### config.mk
export PLATFORM = sky130hd
export DESIGN_NAME = gcd_requester
export DESIGN_NICKNAME = d
export VERILOG_FILES = /design/src/rtl/gcd_requester.sv
export SDC_FILE = /design/constraint.sdc
export NUM_CORES = 1
export LEC_CHECK = 0
export ABC_AREA = 1
export CORE_ASPECT_RATIO = 0.7
export CORE_UTILIZATION = 40
export CTS_BUF_LIST = sky130_fd_sc_hd__clkbuf_2 sky130_fd_sc_hd__clkbuf_4 sky130_fd_sc_hd__clkbuf_8
export CTS_CLUSTER_SIZE = 28
export DETAILED_ROUTE_END_ITERATION = 8
export PLACE_DENSITY = 0.67
export SLEW_MARGIN = 20
export SYNTH_ARGS = -nofsm -noshare
export SYNTH_HDL_FRONTEND = slang
export SYNTH_SLANG_ARGS = --single-unit
### constraint.sdc
create_clock -name clk_i -period 3.8 [get_ports clk_i]
set_input_delay 0.38 -clock clk_i [delete_from_list [all_inputs] [get_ports clk_i]]
set_output_delay 0.38 -clock clk_i [all_outputs]
set_load 0.05 [all_outputs]
### src/rtl/gcd_requester.sv
// rtl/gcd_requester.sv - request/response sequencer in front of the GCD engine
module gcd_requester #(
    parameter int DATA_WIDTH     = 8,
    parameter int TIMEOUT_CYCLES = 64,
    parameter int TAG_WIDTH      = 4
) (
    input  logic                  clk_i,
    input  logic                  nreset_i,
    input  logic                  req_valid_i,
    output logic                  req_ready_o,
    input  logic [DATA_WIDTH-1:0] req_a_i,
    input  logic [DATA_WIDTH-1:0] req_b_i,
    output logic                  gcd_enable_o,
    output logic [DATA_WIDTH-1:0] operand_a_o,
    output logic [DATA_WIDTH-1:0] operand_b_o,
    input  logic                  gcd_done_i,
    input  logic [DATA_WIDTH-1:0] gcd_result_i,
    output logic                  resp_valid_o,
    input  logic                  resp_ready_i,
    output logic [DATA_WIDTH-1:0] resp_data_o,
    output logic [TAG_WIDTH-1:0]  resp_tag_o,
    output logic                  resp_err_o
);

    localparam int TIMER_W = (TIMEOUT_CYCLES > 2) ? $clog2(TIMEOUT_CYCLES) : 1;
    localparam logic [TIMER_W-1:0] TIMER_LAST = TIMER_W'(TIMEOUT_CYCLES - 1);

    typedef enum logic [1:0] {
        IDLE,
        BUSY,
        RESP
    } state_t;

    state_t               state;
    logic [TAG_WIDTH-1:0] tag_cnt;
    logic [TIMER_W-1:0]   timer;

    always_ff @(posedge clk_i) begin
        if (!nreset_i) begin
            state        <= IDLE;
            req_ready_o  <= 1'b0;
            gcd_enable_o <= 1'b0;
            operand_a_o  <= '0;
            operand_b_o  <= '0;
            resp_valid_o <= 1'b0;
            resp_data_o  <= '0;
            resp_tag_o   <= '0;
            resp_err_o   <= 1'b0;
            tag_cnt      <= '0;
            timer        <= '0;
        end else begin
            case (state)
                IDLE: begin
                    if (!req_ready_o) begin
                        req_ready_o <= 1'b1;
                    end else if (req_valid_i) begin
                        req_ready_o <= 1'b0;
                        resp_tag_o  <= tag_cnt;
                        tag_cnt     <= tag_cnt + TAG_WIDTH'(1);
                        // gcd(0,x)=x and gcd(0,0)=0 both reduce to a|b when one side is zero
                        if (req_a_i == '0 || req_b_i == '0) begin
                            resp_data_o  <= req_a_i | req_b_i;
                            resp_err_o   <= 1'b0;
                            resp_valid_o <= 1'b1;
                            state        <= RESP;
                        end else begin
                            operand_a_o  <= req_a_i;
                            operand_b_o  <= req_b_i;
                            gcd_enable_o <= 1'b1;
                            timer        <= '0;
                            state        <= BUSY;
                        end
                    end
                end
                BUSY: begin
                    timer <= timer + TIMER_W'(1);
                    // Done is checked first so a result on the last allowed cycle is kept
                    if (gcd_done_i) begin
                        resp_data_o  <= gcd_result_i;
                        resp_err_o   <= 1'b0;
                        gcd_enable_o <= 1'b0;
                        resp_valid_o <= 1'b1;
                        state        <= RESP;
                    end else if (timer == TIMER_LAST) begin
                        resp_data_o  <= '0;
                        resp_err_o   <= 1'b1;
                        gcd_enable_o <= 1'b0;
                        resp_valid_o <= 1'b1;
                        state        <= RESP;
                    end
                end
                RESP: begin
                    if (resp_ready_i) begin
                        resp_valid_o <= 1'b0;
                        req_ready_o  <= 1'b1;
                        state        <= IDLE;
                    end
                end
                default: begin
                    state        <= IDLE;
                    req_ready_o  <= 1'b0;
                    gcd_enable_o <= 1'b0;
                    resp_valid_o <= 1'b0;
                end
            endcase
        end
    end

endmodule

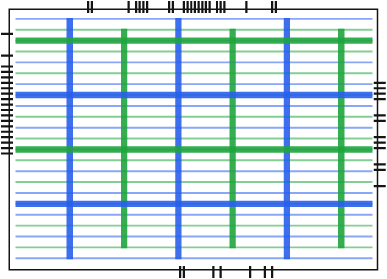
(images/floorplan.png)
Drawn at 4 px/um. Pins as bars on the die edge.
Blue shows VSS. Green shows VDD.
The core has 22 rows. 23 met1 rails follow the rows. 4 straps on met5.
Peak VDD IR: 0.160 mV
die width: 91.7 um

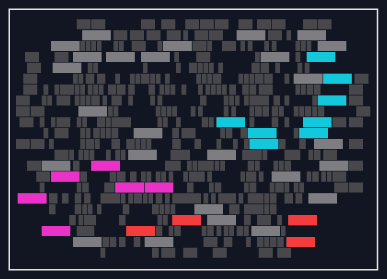
(images/ff_map.png)
Drawn at 4 px/um.
Red shows `resp_tag_o`, sequential cells 4. Magenta shows `timer`, sequential cells 6. Cyan shows `resp_data_o`, sequential cells 8, where middle right.
Another 26 sequential cells are not colored.
Flop area: 881 sq um
sequential power: 0.509 mW

==> flip-flops by register name, summed over array words and instances, names as in the netlist <==
signal and count:
operand_a_o 8, resp_tag_o 4, tag_cnt 4, operand_b_o 8, resp_valid_o 1, gcd_enable_o 1, req_ready_o 1, resp_data_o 8
state 2, resp_err_o 1, timer 6
==> synthesized netlist by cell type <==
cell type / instances
o21ai_1: 5
nand4_1: 18
buf_1: 3
nand2_4: 2
nand3_1: 31
clkbuf_1: 2
ha_1: 2
nand3_2: 2
inv_4: 1
buf_2: 8
nor2_4: 3
a31oi_1: 2
dfxtp_1: 44
a21oi_1: 20
or2_2: 2
o21ai_0: 6
nand2_1: 81
inv_1: 29
nor2_1: 71
buf_4: 2
inv_2: 6
nor2_8: 1
xor2_1: 1
buf_6: 1
==> kinds of logic after synthesis <==
kind of cell	count (synthesis)	share of synthesized area
AND/OR/NAND/NOR	211	0.421
buffers and inverters	52	0.0989
flip-flops	44	0.391
AND-OR/OR-AND	33	0.0744
adder cells (fa/ha/maj)	2	0.0111
XOR/XNOR	1	0.00389
==> per-stage QoR <==
| step | cells | setup WS (ns) | instance area (sq um) |
|---|---|---|---|
| floorplan | 343 | 2.06 | 2250 |
| global placement | 461 | 1.52 | 2870 |
| detailed placement | 461 | 1.50 | 2870 |
| CTS | 469 | 1.80 | 2970 |
| global route | 469 | 1.53 | 2970 |
| finish | 469 | 1.80 | 2970 |
==> cell usage in the layout, fill, tap and decap left out <==
master,netlist,routed
dfxtp_1,44,44
nand4_1,18,18
nor2_4,3,3
buf_4,2,2
nor2_8,1,1
clkbuf_8,0,6
inv_4,1,1
xor2_1,1,1
nand3_2,2,2
clkinvlp_4,0,1
o21ai_0,6,6
nor2_1,71,71
inv_2,6,6
clkdlybuf4s50_1,0,60
a21oi_1,20,20
nand3_1,31,31
nand2_1,81,81
nand2_4,2,2
a31oi_1,2,2
inv_1,29,29
ha_1,2,2
or2_2,2,2
clkbuf_4,0,1
o21ai_1,5,5
==> cell type report <==
type	count	share of cell area
Multi-Input combinational cell	247	0.387
Tap cell	72	0.0303
Clock buffer	7	0.0303
Clock inverter	1	0.00253
Timing Repair Buffer	62	0.207
Sequential cell	44	0.297
Inverter	36	0.0463
==> power groups by stage <==
| stage | logic, mW | registers (mW) | clock network, mW |
|---|---|---|---|
| after floorplan | 0.128 | 0.599 | 0 |
| after global placement | 0.309 | 0.519 | 0 |
| after detailed placement | 0.311 | 0.519 | 0 |
| after CTS | 0.312 | 0.509 | 0.326 |
| after global routing | 0.340 | 0.512 | 0.347 |
| final | 0.313 | 0.509 | 0.320 |
==> final timing paths <==
kind                         end    startpoint
setup reg to reg  operand_a_o[7]      state[1]
hold reg to reg     resp_valid_o  resp_valid_o
setup / recovery  operand_a_o[7]    req_b_i[6]
hold / removal      resp_valid_o  resp_valid_o
==> critical path, stage by stage <==
cell	delay [ns]
clkdlybuf4s50_1	0.48
nor2_1	0.04
nand2_1	0.11
inv_1	0.05
nand2_1	0.10
nand3_2	0.36
nor2_4	0.51
nor2_1	0.08
nor2_1	0.12
==> impl_metrics.py <==
# Physical implementation metrics
metrics = {
    "clocking": {
        "postCtsSetupRepairBufs": 0,
        "clockRootBuffer": "clkbuf_8",
        "cts_buffer_depth": 2,
        "hold_buffers": 0,
        "cts_buffers": 5,
        "clk_latency_ns": 0.30,
        "cts_tree": "built",
        "cts_htree_levels": 2,
        "cts_resized": 0,
        "cts_sinks": 44,
        "path_clk_slew_ns": 0.09,
    },
    "yosys": {
        "ys_cells": 343,
        "yosysChipArea_sq_um": 2250,
        "ys_warn_count": 0,
        "synthCells": 343,
        "ys.flops": 44,
        "syn_area_sq_um": 2250,
        "yosysTopAreaCell": "dfxtp_1",
        "synth_area_per_cell_sq_um": 6.57,
    },
    "critical_path": {
        "required_ns": 4.03,
        "startpoint_type": "primary input",
        "critPathMaxFanout": 21,
        "criticalPathCategory": "in -> reg",
        "worstSetupEndpointType": "flip-flop",
        "r2r_setup_slack_ns": 1.87,
        "crit_arrival_ns": 2.23,
    },
    "timing": {
        "whs_ns": 0.458,
        "fmax_mhz": 500,
        "fin_skew_ns": 0.00900,
        "fin_crit_ns": 2.00,
        "hold_viol": 0,
        "finalCritPeriodShare": 0.526,
        "setup_viol": 0,
        "final.setup.tns_ns": 0,
    },
    "pwr": {
        "leakagePower_nw": 1.31,
        "internal-power_mw": 0.755,
        "swShare": 0.339,
        "p_comb_frac": 0.274,
        "total_power_mw": 1.14,
    },
    "global_route": {
        "grt_overflow": 0,
        "antenna_found_initial": 0,
        "use_met2": 0.287,
    },
    "finish": {
        "layout.nets": 427,
        "fillCellCount": 555,
        "fin_util": 0.556,
    },
    "floorplanning": {
        "pin_count": 61,
        "core_area_sq_um": 5340,
    },
    "detailed_routing": {
        "drt_iter0_markers": 131,
        "wl_per_cell_um": 12.5,
        "wl_met3_um": 318,
        "routed_via_density": 4.89,
        "drc": 0,
    },
    "job": {
        "maxCapViolCount": 0,
        "warnings": 26,
    },
    "outcome": {
        "status": "finished, final reports clean",
    },
    "place": {
        "io_buffers": 60,
        "dp_hpwl_um": 4320,
    },
    "worst_hold_path": {
        "hold_path_class": "reg -> reg",
    },
}
No activity file was given, so power comes from the tool's default toggle rates.
